==> config.mk <==
export PLATFORM = sky130hd
export DESIGN_NAME = csa_sbox_prog_flat
export DESIGN_NICKNAME = d
export VERILOG_FILES = /design/src/rtl/csa_pkg.sv /design/src/rtl/csa_sbox_prog_if.sv /design/src/rtl/csa_sbox_prog.sv /design/src/flat_wrapper.sv
export SDC_FILE = /design/constraint.sdc
export NUM_CORES = 1
export LEC_CHECK = 0
export ABC_AREA = 1
export CAP_MARGIN = 30
export CORE_UTILIZATION = 30
export DETAILED_ROUTE_END_ITERATION = 10
export SETUP_SLACK_MARGIN = 0.2
export SYNTH_ARGS = -nofsm -noshare
export SYNTH_HDL_FRONTEND = slang
export SYNTH_SLANG_ARGS = --single-unit
==> constraint.sdc <==
create_clock -name clk -period 5.9 [get_ports clk]
set_clock_uncertainty 0.15 [all_clocks]
set_input_delay 0.885 -clock clk [delete_from_list [all_inputs] [get_ports clk]]
set_output_delay 0.885 -clock clk [all_outputs]
set_load 0.03 [all_outputs]
==> src/rtl/csa_pkg.sv <==
// Shared definitions for the CSA programmable S-box: default S7 contents,
// default-entry helper and the init/run FSM state type.
package csa_pkg;

  typedef enum logic {
    INIT = 1'b0,
    RUN  = 1'b1
  } state_t;

  // S7 mapping, entry i at bits [2i+1:2i]
  localparam logic [63:0] S7_DEFAULT = 64'h8E1E_94F1_69D3_43AC;

  // Default entry for table index idx: S7[idx mod 32], zero-extended,
  // or reduced to its low bit when the table is only one bit wide.
  function automatic logic [31:0] s7_entry(input int unsigned idx, input int unsigned out_w);
    logic [5:0] bitpos;
    logic [1:0] raw;
    bitpos = 6'((idx % 32) * 2);
    raw    = S7_DEFAULT[bitpos +: 2];
    if (out_w < 2) s7_entry = {31'd0, raw[0]};
    else           s7_entry = {30'd0, raw};
  endfunction

endpackage

==> src/rtl/csa_sbox_prog_if.sv <==
// Configuration and lookup bus of the programmable S-box.
interface csa_sbox_prog_if #(
  parameter int IN_W  = 5,
  parameter int OUT_W = 2,
  parameter int LANES = 1
);
  logic                   busy;
  logic                   cfg_we;
  logic [IN_W-1:0]        cfg_addr;
  logic [OUT_W-1:0]       cfg_data;
  logic                   cfg_err;
  logic                   in_valid;
  logic [LANES*IN_W-1:0]  in;
  logic                   out_valid;
  logic [LANES*OUT_W-1:0] out;

  modport master (
    output cfg_we, cfg_addr, cfg_data, in_valid, in,
    input  busy, cfg_err, out_valid, out
  );

  modport slave (
    input  cfg_we, cfg_addr, cfg_data, in_valid, in,
    output busy, cfg_err, out_valid, out
  );
endinterface

==> src/rtl/csa_sbox_prog.sv <==
// Programmable multi-lane S-box: a flop table loaded with S7 after reset,
// rewritable at runtime, serving LANES registered lookups per cycle.
module csa_sbox_prog #(
  parameter int IN_W  = 5,
  parameter int OUT_W = 2,
  parameter int LANES = 1
) (
  input logic           clk,
  input logic           rst,
  csa_sbox_prog_if.slave bus
);
  import csa_pkg::*;

  localparam int DEPTH = 2 ** IN_W;

  state_t                 state_q, state_d;
  logic [IN_W-1:0]        cnt_q, cnt_d;
  logic [OUT_W-1:0]       table_q [DEPTH];
  logic                   tbl_we;
  logic [IN_W-1:0]        tbl_addr;
  logic [OUT_W-1:0]       tbl_data;
  logic [31:0]            dflt;
  logic [LANES*OUT_W-1:0] lookup;
  logic [LANES*OUT_W-1:0] out_q;
  logic                   out_valid_q;
  logic                   cfg_err_q;
  logic                   run;

  assign run = (state_q == RUN);

  // FSM state and init counter
  always_ff @(posedge clk) begin
    if (rst) begin
      state_q <= INIT;
      cnt_q   <= '0;
    end else begin
      state_q <= state_d;
      cnt_q   <= cnt_d;
    end
  end

  // Next state and table write-port mux: init loader in INIT, cfg port in RUN
  always_comb begin
    state_d  = state_q;
    cnt_d    = cnt_q;
    dflt     = s7_entry(32'(cnt_q), OUT_W);
    tbl_we   = 1'b0;
    tbl_addr = cnt_q;
    tbl_data = dflt[OUT_W-1:0];
    if (state_q == INIT) begin
      tbl_we = ~rst;
      cnt_d  = cnt_q + 1'b1;
      if (cnt_q == {IN_W{1'b1}}) state_d = RUN;
    end else begin
      tbl_we   = bus.cfg_we & ~rst;
      tbl_addr = bus.cfg_addr;
      tbl_data = bus.cfg_data;
    end
  end

  // Table storage; no reset needed because INIT rewrites every entry
  always_ff @(posedge clk) begin
    if (tbl_we) table_q[tbl_addr] <= tbl_data;
  end

  // Per-lane read of the pre-write table contents
  always_comb begin
    lookup = '0;
    for (int k = 0; k < LANES; k++) begin
      lookup[k*OUT_W +: OUT_W] = table_q[bus.in[k*IN_W +: IN_W]];
    end
  end

  // Result register, valid flag and dropped-write pulse
  always_ff @(posedge clk) begin
    if (rst) begin
      out_valid_q <= 1'b0;
      out_q       <= '0;
      cfg_err_q   <= 1'b0;
    end else begin
      out_valid_q <= run & bus.in_valid;
      cfg_err_q   <= ~run & bus.cfg_we;
      if (run & bus.in_valid) out_q <= lookup;
    end
  end

  assign bus.busy      = ~run;
  assign bus.out_valid = out_valid_q;
  assign bus.out       = out_q;
  assign bus.cfg_err   = cfg_err_q;

endmodule

==> src/flat_wrapper.sv <==
// flat-port wrapper written by rule: the top's interface ports become plain ports
module csa_sbox_prog_flat import csa_pkg::*;
#(
  parameter int IN_W  = 5,
  parameter int OUT_W = 2,
  parameter int LANES = 1
)
  (clk, rst, bus_cfg_we, bus_cfg_addr, bus_cfg_data, bus_in_valid, bus_in, bus_busy, bus_cfg_err, bus_out_valid, bus_out);
  csa_sbox_prog_if #(.IN_W(IN_W), .OUT_W(OUT_W), .LANES(LANES)) bus_i ();
  input logic clk;
  input logic rst;
  input wire logic [$bits(bus_i.cfg_we)-1:0] bus_cfg_we;
  input wire logic [$bits(bus_i.cfg_addr)-1:0] bus_cfg_addr;
  input wire logic [$bits(bus_i.cfg_data)-1:0] bus_cfg_data;
  input wire logic [$bits(bus_i.in_valid)-1:0] bus_in_valid;
  input wire logic [$bits(bus_i.in)-1:0] bus_in;
  output wire logic [$bits(bus_i.busy)-1:0] bus_busy;
  output wire logic [$bits(bus_i.cfg_err)-1:0] bus_cfg_err;
  output wire logic [$bits(bus_i.out_valid)-1:0] bus_out_valid;
  output wire logic [$bits(bus_i.out)-1:0] bus_out;
  assign bus_i.cfg_we = bus_cfg_we;
  assign bus_i.cfg_addr = bus_cfg_addr;
  assign bus_i.cfg_data = bus_cfg_data;
  assign bus_i.in_valid = bus_in_valid;
  assign bus_i.in = bus_in;
  assign bus_busy = bus_i.busy;
  assign bus_cfg_err = bus_i.cfg_err;
  assign bus_out_valid = bus_i.out_valid;
  assign bus_out = bus_i.out;
  csa_sbox_prog #(.IN_W(IN_W), .OUT_W(OUT_W), .LANES(LANES)) u_core (.clk(clk), .rst(rst), .bus(bus_i));
endmodule
Figure 1. Register map, names as in the netlist.
Other sequential cells in the stronger gray, the rest of the logic in the fainter gray.
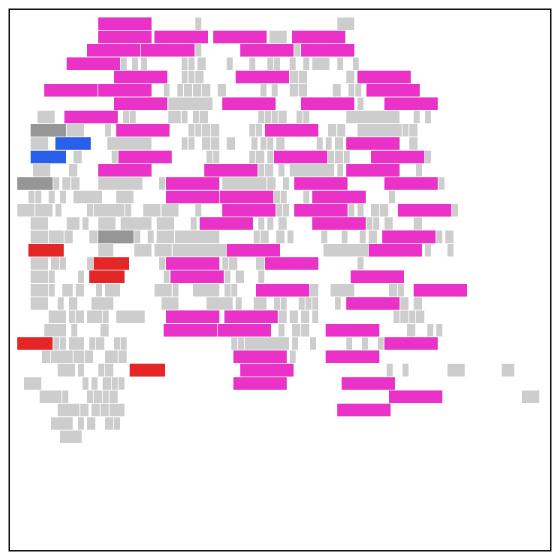
red -> `u_core.cnt_q`  # sequential cells 5, where middle left
blue -> `u_core.bus.out`  # sequential cells 2
magenta -> `u_core.table_q`  # sequential cells 64
not colored = 3
P_seq: 596 uW
FF/Latch Area: 2120 sq um

Figure 2. Placement view.
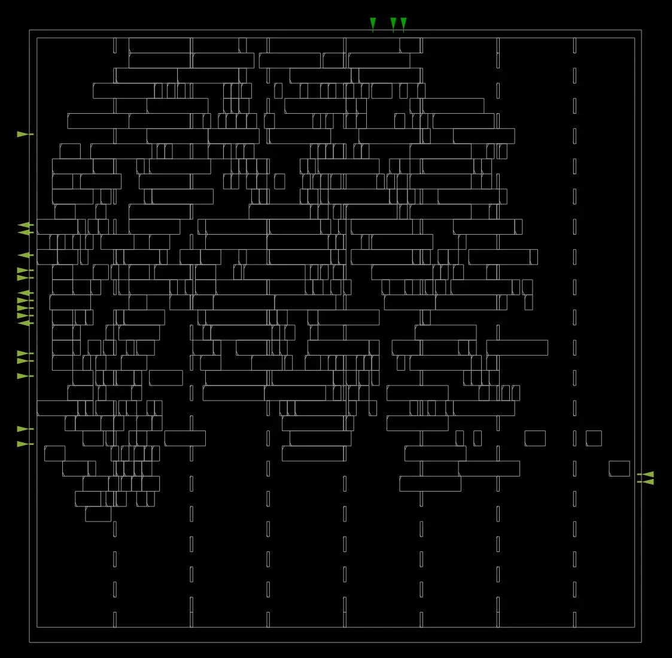
# rows: 39
Core ar.: 11400 sq um
flop share of the area: 51.0%
number of flip-flops and latches: 74
number of cells in the finished layout apart from fillers: 519

==> highlights.md <==
• simple AND/OR/NAND/NOR gates — Synth logic family
• 23 — layout buffer count excluding clock buffers
• 110 um — vertical die dimension
• 29.2% — combinational share of cell area
• 3030 ps — minimum period implied by the final worst setup slack
• 3250 ps — Reg2Reg Setup Slack
• u_core.cnt_q[4] — startpoint of the most critical hold path
• sequential cells — area-dominant cell class after layout
• 3.68 mm — total length of routed met2 wires
• bus_busy — critical path capture point
• 4.12% — global-route track usage on met3
• 11.2% — proportion of layout cells with a drive suffix above 1
• u_core.run — origin of the worst setup path
• 4.91% — Compound Share, Synth
• 34 — largest net degree at the start of global routing
• 3830 sq um — Cell Area, Placed
• 394 — nets@finish
• 2 — deepest clock path buffer count
• 2 — cell depth of the worst setup path
• 0 — number of slew-limit violations in the final report
• met2 — Most Used Layer, Global Route
• 60 ps — clock slew seen by the registers of the worst setup and hold paths
• 10.0 sq um — mean instance size in the synthesized netlist
• 41.9% — Max-Slew Margin vs Limit
• 14.9 um — post-detailed-route wirelength per cell
• 7.72 mm — total wire length
• primary output — nature of the critical path endpoint
• 20 — total of buffers placed on input and output ports
• 0 — Post-CTS Repair Setup Buffers
• 22.9% — global-route met2 utilization
• 60.4% — register area share after synthesis
• 2870 ps — worst-case setup margin in the final layout
• 4 — first-pass detailed-route iteration total
• 30.8% — Initial Util
• 0% — ys async rst share
• 374 — Floorplan Nets
• 7.87% — Layout clock area frac
• 21 — number of I/O pins
• 1310 uW — total power of the final layout
• 2 — WP buf/inv
• 13.9% — all-layer global routing usage
• 9 — total clock buffers created by CTS
• 351 — number of cell instances after yosys synthesis
• 143 — number of tap cells added at floorplan
• 74 — Num Clock Sinks
• 2500 — via count of the first global-routing pass
• sky130_fd_sc_hd__edfxtp_1 — top cell type by total area after synthesis
• sky130_fd_sc_hd__edfxtp_1 — Main synth FF type
• 0 — endpoints failing hold
• 0 — number of failing setup endpoints in the final timing report
• 0.00154 uW — cell leakage power
• 358 ps — worst hold slack after final layout
• 110 um — floorplan die width
• 242 — multi-input gates
• 1990 ps — CP Data Arrival Time
• 3 — CTS H-tree depth
• 18.4% — area growth from synthesis to layout
• 2529 — number of vias in the routed layout
• 351 — Gate Count Post-Synth
• 315 nW/um^2 — Power per Cell Area
• u_core.table_q[9][0] — R2R Path End
• 10 — Layout clock buffers
• 27 — number of unique standard cell types used by synthesis
• 3510 sq um — synthesized cell area
• 1148 — number of inserted filler cells in the final layout
• 3510 sq um — chip area line of the yosys report
• 0 — antenna violations before repair
• 0 — Syn. warnings
• sky130_fd_sc_hd__nand2_1, sky130_fd_sc_hd__edfxtp_1, sky130_fd_sc_hd__nand3_1 — most frequent cells in the layout
• sky130_fd_sc_hd__edfxtp_1, sky130_fd_sc_hd__nand2_1, sky130_fd_sc_hd__nand3_1, sky130_fd_sc_hd__dfxtp_1, sky130_fd_sc_hd__nor2_1 — top cells by area, synth
• 0 — cts hold-fix bufs
• sky130_fd_sc_hd__nand2_1 — commonest non-fill, non-tap cell in the layout
• 503 — number of instances in the placed design
• 31 — number of warning messages in the logs
• 0 — post_cts resized
• sky130_fd_sc_hd__nand2_1, sky130_fd_sc_hd__edfxtp_1, sky130_fd_sc_hd__nand3_1, sky130_fd_sc_hd__nor2_1, sky130_fd_sc_hd__inv_1 — leading post-synthesis cells by instance count
• reg2reg — path type of the worst min-delay path
• 5.16 mm — detailed-placement wirelength estimate
• 12.5 mm — first-pass GRT wire length
• 21 — non-clock inverter instance count of the final layout
• sky130_fd_sc_hd__clkbuf_16 — root buf cell
• 1220 sq um — logic area
• 4870 ps — Crit path required time
• inv_2 > clkdlybuf4s50_1 — cell-by-cell listing of the critical path
• built — clock tree from TritonCTS
• 17.5% — global-route met1 utilization
• 0 — Post-route DRC
• 0 — antenna violation net count after detailed routing
• 367 um — met3 routed wirelength
• 0.848 — Final Wtd Congestion
• 12200 sq um — chip area
• 3.61 mm — M1 WL
• 23 — largest fanout on the critical path
• 330 MHz — maximum clock frequency
• 182 uV — largest vdd supply drop
• sky130_fd_sc_hd__nand2_1 — top-count cell post-synth
• 64 — count of library flops with an enable pin
• sky130_fd_sc_hd__dfxtp_1 — library cell contributing the largest single delay on the critical path
• 890 ps — slowest cell delay on critical path
• 0% — MUX area fraction
• u_core.cnt_q[4] — hold endpoint
• u_core.cnt_q[0] — startpoint of the lowest-slack register-to-register path
• 133 — Iteration-0 DRC Markers
• register — type of element launching the critical path
• 51.3% — period utilization
• 4.87 — via/cell ratio
• 9 — worst reg-to-reg path cell count
• 2 — cell depth of the worst hold path
• met4 — DR top layer
• 0 — diode count
• 330 ps — clock insertion delay at the later pin of the skew report
• 0 — max cap viols
• 0 — Congestion Overflow GR
• 0 ps — total negative setup slack
• 2.49% — synthesized-area fraction occupied by adder cells
• 5.71% — fraction of cell area in non-clock buffers
• no — unrepaired setup endpoints after global routing
• 2790 ps — minimum setup slack after placement
• 74 — register bit total from synthesis
• 871 ps — worst slew pin tran
• finished clean — outcome
• 27.0% — Simple Share, Synth
• flip-flops — delay-heaviest family, CP
• 0.249% — area fraction in xor and xnor cells
• 54.7% — top area contributor share
• reg2out — startpoint-to-endpoint class of the critical path
Figure 3. Cells colored by class.
Fill, decap, tap and diode cells in gray.
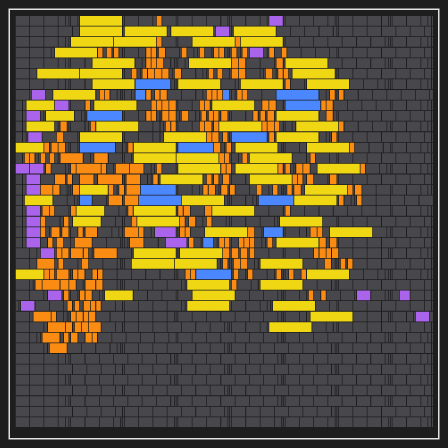
orange -> combinational and other logic  # cells 263, share of their area 33%
purple -> other buffers and delay cells  # cells 23, share of their area 6.0%
blue -> clock drivers and dummy loads  # cells 16, share of their area 8.2%
yellow -> flops  # cells 74, share of their area 53%
Post-Layout Inst Area: 4160 sq um
final design utilization: 36.5%

==> state kept, by name (all words and copies together) (netlist names) <==
name and cells:
u_core.table_q 64, u_core.cnt_q 5, u_core.bus.out 2, u_core.bus.cfg_err 1, u_core.bus.out_valid 1, u_core.run 1
==> tightest hold or removal path, cell delays in order, from the launching register on <==
cell,delay [ps]
sky130_fd_sc_hd__dfxtp_1,330
sky130_fd_sc_hd__inv_1,70
sky130_fd_sc_hd__a21oi_1,60
==> cells by family after synthesis <==
family	after synthesis
DFF	74
AOI/OAI and AO/OA	26
and+or+nand+nor	208
buffers and inverters	35
xor gates and xnor gates	1
adders and majority gates	7
==> power by group <==
| part | internal (uW) | switching (uW) |
|---|---|---|
| registers | 592 | 3.92 |
| logic | 37.9 | 83.3 |
| clock network | 382 | 213 |
| total | 1010 | 300 |
Power figures rest on the tool's default switching activity, not on a simulated workload.
